run_1/io_fan.png
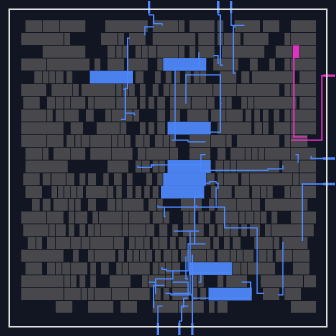
run_1/wires.png
The bar under the picture is 20 um long.
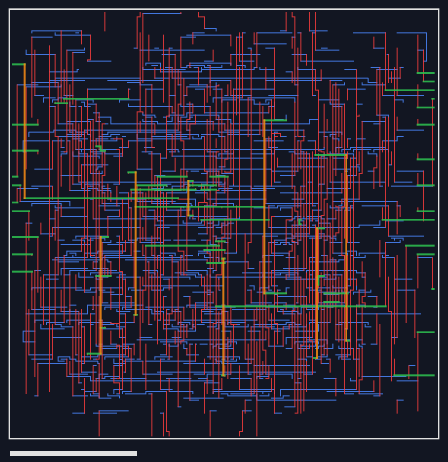
run_1/clocks.png
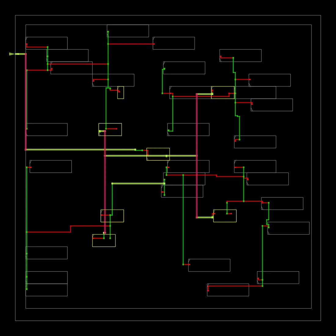
===== src/rtl/online_max_tracker.sv =====
// Running row-maximum tracker for the online-softmax step: consumes the score
// stream, emits s - m_new and m_old - m_new (saturated) plus row framing flags.
`ifndef MAX_SEQ_LENGTH
`define MAX_SEQ_LENGTH 4
`endif

module online_max_tracker #(
  parameter int SCORE_W = 8,
  parameter int SEQ_LEN = `MAX_SEQ_LENGTH,
  parameter int CNT_W   = (SEQ_LEN > 1) ? $clog2(SEQ_LEN) : 1
) (
  input  logic                      clock,
  input  logic                      reset,
  input  logic                      vld_in,
  output logic                      rdy_out,
  input  logic signed [SCORE_W-1:0] s_in,
  output logic                      vld_out,
  input  logic                      rdy_in,
  output logic signed [SCORE_W-1:0] diff_out,
  output logic signed [SCORE_W-1:0] mdiff_out,
  output logic signed [SCORE_W-1:0] max_out,
  output logic                      first_out,
  output logic                      last_out
);

  localparam logic [CNT_W-1:0] LAST_POS = CNT_W'(SEQ_LEN - 1);

  logic        [CNT_W-1:0]   cnt;
  logic signed [SCORE_W-1:0] m_reg;

  logic                      accept;
  logic                      is_first;
  logic                      is_last;
  logic signed [SCORE_W-1:0] m_new;
  logic signed [SCORE_W:0]   diff_raw;
  logic signed [SCORE_W:0]   mdiff_raw;

  // Clamp a (SCORE_W+1)-bit difference into SCORE_W bits; the negative rail is
  // the only one reachable, the positive rail exists only for completeness.
  function automatic logic [SCORE_W-1:0] sat(input logic [SCORE_W:0] raw);
    if (raw[SCORE_W] != raw[SCORE_W-1])
      return raw[SCORE_W] ? {1'b1, {(SCORE_W-1){1'b0}}} : {1'b0, {(SCORE_W-1){1'b1}}};
    else
      return raw[SCORE_W-1:0];
  endfunction

  // An output drains and a new score lands in the same cycle.
  assign rdy_out  = !vld_out || rdy_in;
  assign accept   = vld_in && rdy_out;
  assign is_first = (cnt == '0);
  assign is_last  = (cnt == LAST_POS);

  always_comb begin
    m_new = m_reg;
    if (is_first || (s_in > m_reg))
      m_new = s_in;
    diff_raw  = {s_in[SCORE_W-1], s_in} - {m_new[SCORE_W-1], m_new};
    mdiff_raw = {m_reg[SCORE_W-1], m_reg} - {m_new[SCORE_W-1], m_new};
  end

  // NOTE: sequential state uses non-blocking assignments so every register
  // samples the pre-edge values of its neighbours.
  always_ff @(posedge clock or negedge reset) begin
    if (!reset) begin
      vld_out   <= 1'b0;
      diff_out  <= '0;
      mdiff_out <= '0;
      max_out   <= '0;
      first_out <= 1'b0;
      last_out  <= 1'b0;
      cnt       <= '0;
      m_reg     <= '0;
    end else if (accept) begin
      vld_out   <= 1'b1;
      diff_out  <= sat(diff_raw);
      mdiff_out <= is_first ? '0 : sat(mdiff_raw);
      max_out   <= m_new;
      first_out <= is_first;
      last_out  <= is_last;
      cnt       <= is_last ? '0 : cnt + 1'b1;
      m_reg     <= m_new;
    end else if (rdy_in) begin
      // Drained with nothing new: only the valid drops, data is left as is.
      vld_out <= 1'b0;
    end
  end

endmodule


===== config.mk =====
export PLATFORM = sky130hd
export DESIGN_NAME = online_max_tracker
export DESIGN_NICKNAME = d
export VERILOG_FILES = /design/src/rtl/online_max_tracker.sv
export SDC_FILE = /design/constraint.sdc
export NUM_CORES = 1
export LEC_CHECK = 0
export ABC_AREA = 1
export CAP_MARGIN = 40
export CORE_MARGIN = 2
export CORE_UTILIZATION = 57
export CTS_BUF_LIST = sky130_fd_sc_hd__clkbuf_8 sky130_fd_sc_hd__clkbuf_16
export DETAILED_ROUTE_END_ITERATION = 16
export GPL_TIMING_DRIVEN = 1
export PLACE_DENSITY = 0.86
export REMOVE_ABC_BUFFERS = 1
export SYNTH_ARGS = -nofsm -noshare
export SYNTH_HDL_FRONTEND = slang
export SYNTH_SLANG_ARGS = --single-unit
export TNS_END_PERCENT = 30

===== constraint.sdc =====
create_clock -name clock -period 5 [get_ports clock]
set_input_delay 1 -clock clock [delete_from_list [all_inputs] [get_ports clock]]
set_output_delay 1 -clock clock [all_outputs]
set_load 0.1 [all_outputs]

==> qor.txt, run 1 <==
outcome -> finished, final reports clean
vias in the first global route -> 2,275
Num CTS Buffers -> 5
number of enable flip-flop cells -> 0
Seq share, synth -> 0.317
R2R setup slack -> 1290 ps
yosys stat cell total -> 316
hold_buf cts -> 0
fp util -> 0.580
Worst setup SP type -> primary input
Chip Area, Yosys -> 2290 um^2
Critical Path Start -> s_in[5]
Final Cycle Share -> 0.891
Fmax achieved -> 225 MHz
post-route DRC violation count -> 0
antenna cells -> 0
synth cell count leaders -> nand2_1 (103), inv_1 (37), nand3_1 (34), dfrtp_1 (29), ha_1 (26)
CTS H-Tree Depth -> 2
Bufs on Longest Clock Path -> 2
capture point of the worst reg-to-reg path -> diff_out[5]
pin count of the biggest net entering global routing -> 30
OpenROAD warnings -> 26
Avg Vias per Cell -> 5.32
Crit Path Max Fanout -> 9
Placed Instance Area -> 3150 um^2
setup slack after placement -> 321 ps
Iteration-0 DRC Markers -> 98
RSZ-0062 raised after global routing -> no
clk_lat worst skew -> 290 ps
syn avg cell area -> 7.24 um^2
YS warnings -> 0
Slew HR -> 0.471
# rows -> 23
About io_fan.png:
Key: blue = max_out [bits 8, direction output, end cells 8, buffers 16, wire 390 um]; magenta = vld_in [bits 1, direction input, end cells 1, buffers 1, wire 41.2 um]
Port-buffer cells: 39
# IOs: 40

About wires.png:
Key: orange = metal 4 [wire length 163 um]; green = metal 3 [wire length 248 um]; red = metal 2 [wire length 3,100 um]; blue = metal 1 [wire length 2,360 um]
routed via count: 2,325
drt total wl: 5.88 mm
Tot GR Track Use: 0.281
Routed WL per cell: 13.4 um

About clocks.png:
Worst Skew: 8.77 ps
Clock Buffer Count: 6

## run 1: worst max-delay path, cell delays in order
cell and delay (ps):
clkdlybuf4s50_1 470, ha_1 330, a21oi_1 170, nor2_1 60, nor2_1 120, nand2_1 70
nand2_1 70, nand3_2 170, nand2_2 190, nand2_1 80, and2_1 170, ha_1 230
fa_1 410, nand3b_1 180, nand2_1 160, nand4_1 120, nand2_1 130, nand3_2 160
nand2_1 110, inv_2 90, a21oi_1 170
## run 1: final cells by class
| cell class | instances | area [um^2] | area share |
|---|---|---|---|
| Clock buffer | 6 | 82.6 | 0.0255 |
| Clock inverter | 1 | 3.75 | 0.00116 |
| Inverter | 42 | 158 | 0.0486 |
| Multi-Input combinational cell | 241 | 1390 | 0.429 |
| Sequential cell | 29 | 726 | 0.224 |
| Tap cell | 50 | 62.6 | 0.0193 |
| Timing Repair Buffer | 68 | 818 | 0.253 |
## run 1: worst min-delay path by stage
| stage | endpoint | cells after the start |
|---|---|---|
| after CTS | mdiff_out[0] | 2 |
| after detailed placement | mdiff_out[0] | 2 |
| after global routing | mdiff_out[0] | 2 |
| after floorplan | cnt[1] | 2 |
| final | mdiff_out[0] | 2 |
| after global placement | mdiff_out[5] | 2 |
## run 1: routing by layer
metal / share of wire / track usage / wire length, um
met5: 0 / 0 / 0
met4: 0.028 / 0.163 / 162
met3: 0.042 / 0.0600 / 248
met2: 0.53 / 0.515 / 3100
met1: 0.40 / 0.293 / 2360
## run 1: kinds of logic after synthesis
kind of cell | synth area share
AND-OR/OR-AND | 0.0776
flip-flops | 0.317
buffers and inverters | 0.0754
adder cells (fa/ha/maj) | 0.160
AND/OR/NAND/NOR | 0.336
XOR/XNOR | 0.0344
==> inputs of run 2 (changes only) <==
--- a/config.mk
+++ b/config.mk
@@ -10,6 +10,7 @@
 export CORE_MARGIN = 2
 export CORE_UTILIZATION = 57
 export CTS_BUF_LIST = sky130_fd_sc_hd__clkbuf_8 sky130_fd_sc_hd__clkbuf_16
+export CTS_CLUSTER_SIZE = 20
 export DETAILED_ROUTE_END_ITERATION = 16
 export GPL_TIMING_DRIVEN = 1
 export PLACE_DENSITY = 0.86
run_2/flops_by_reg.png
The bar under the picture is 20 um long. Other sequential cells in the stronger grey, the rest of the logic in the fainter grey.
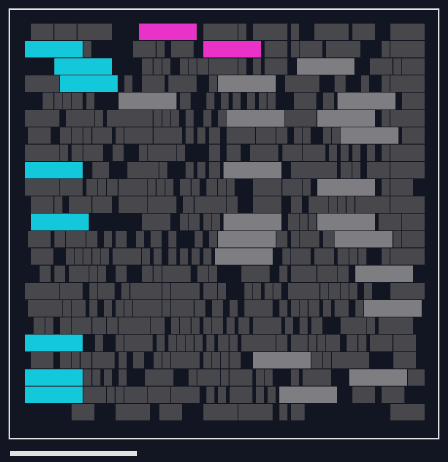
Key: magenta = cnt [sequential cells 2]; cyan = diff_out [sequential cells 8]
Another 19 sequential cells are not coloured.
storage element area: 726 um^2
Seq area share: 0.224

==> qor.txt, run 2 <==
outcome -> finished, final reports clean
OpenROAD warnings -> 26
Iteration-0 DRC Markers -> 98
delay-heaviest family, CP -> simple AND/OR/NAND/NOR gates
Crit Path Max Fanout -> 9
drt total wl -> 5.88 mm
Final Cycle Share -> 0.891
slowest cell on the critical path -> clkdlybuf4s50_1
Slew HR -> 0.471
vias in the first global route -> 2,275
R2R setup slack -> 1290 ps
YS warnings -> 0
Buf+Inv Stages, Crit Path -> 2
CTS H-Tree Depth -> 2
# IOs -> 40
clk_lat worst skew -> 290 ps
Num CTS Buffers -> 5
fp util -> 0.580
# rows -> 23
synth cell count leaders -> nand2_1 (103), inv_1 (37), nand3_1 (34), dfrtp_1 (29), ha_1 (26)
Tot GR Track Use -> 0.281
critical path depth -> 21
Seq share, synth -> 0.317
yosys stat cell total -> 316
Hold EP -> mdiff_out[0]
WHS Path Cells -> 2
critical path cell sequence -> clkdlybuf4s50_1, ha_1, a21oi_1, nor2_1, nor2_1, nand2_1, nand2_1, nand3_2, nand2_2, nand2_1, and2_1, ha_1, fa_1, nand3b_1, nand2_1, nand4_1, nand2_1, nand3_2, nand2_1, inv_2, a21oi_1
Avg Vias per Cell -> 5.32
Bufs on Longest Clock Path -> 2
RSZ-0062 raised after global routing -> no
syn avg cell area -> 7.24 um^2
Worst setup SP type -> primary input
hold_buf cts -> 0
Fmax achieved -> 225 MHz
post-route DRC violation count -> 0
routed via count -> 2,325
antenna cells -> 0
Placed Instance Area -> 3150 um^2
Worst Skew -> 8.77 ps
Port-buffer cells -> 39
pin count of the biggest net entering global routing -> 30
run_2/io_fan.png
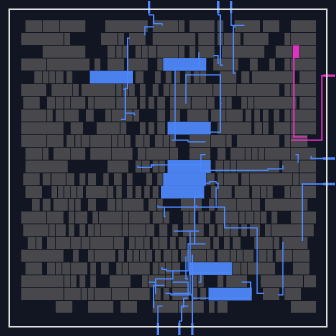
Key: blue = max_out [bits 8, direction output, end cells 8, buffers 16, wire 390 um]; magenta = vld_in [bits 1, direction input, end cells 1, buffers 1, wire 41.2 um]

-- run 2: cell counts in the layout (fill, tap and decap cells not counted) --
No cell type changed its count.
-- run 2: cells by family after synthesis --
group	share of synthesized area
and+or+nand+nor	0.336
buffers and inverters	0.0754
adders and majority gates	0.160
DFF	0.317
AOI/OAI and AO/OA	0.0776
xor gates and xnor gates	0.0344
-- run 2: per-layer routing --
metal,vias to the layer above,track usage,part of all wire
met5,-,0,0
li1,1153,-,-
met1,1071,0.293,0.40
met4,0,0.163,0.028
met3,19,0.0600,0.042
met2,82,0.515,0.53
-- run 2: final cells by class --
| type | instances | area [um^2] |
|---|---|---|
| Clock inverter | 1 | 3.75 |
| Clock buffer | 6 | 82.6 |
| Fill cell | 264 | 702 |
| Tap cell | 50 | 62.6 |
| Multi-Input combinational cell | 241 | 1390 |
| Inverter | 42 | 158 |
| Sequential cell | 29 | 726 |
| Timing Repair Buffer | 68 | 818 |
-- run 2: per-stage QoR --
stage	hold WS (ps)	utilization	worst slack, ps
global route	495	0.822	353
finish	485	0.822	546
global placement	463	0.693	438
CTS	484	0.822	608
detailed placement	473	0.800	321
floorplan	537	-	1140
-- run 2: worst register-to-register path: stages (launching register included) --
cell and delay, ps:
dfrtp_1 410, inv_1 80, ha_1 290, a21oi_1 170, nor2_1 60, nor2_1 120, nand2_1 70, nand2_1 70
nand3_2 170, nand2_2 190, nand2_1 90, and2_1 170, ha_1 230, fa_1 410, nand3b_1 180, nand2_1 160
nand4_1 120, nand2_1 130, nand3_2 160, nand2_1 110, inv_2 90, a21oi_1 170
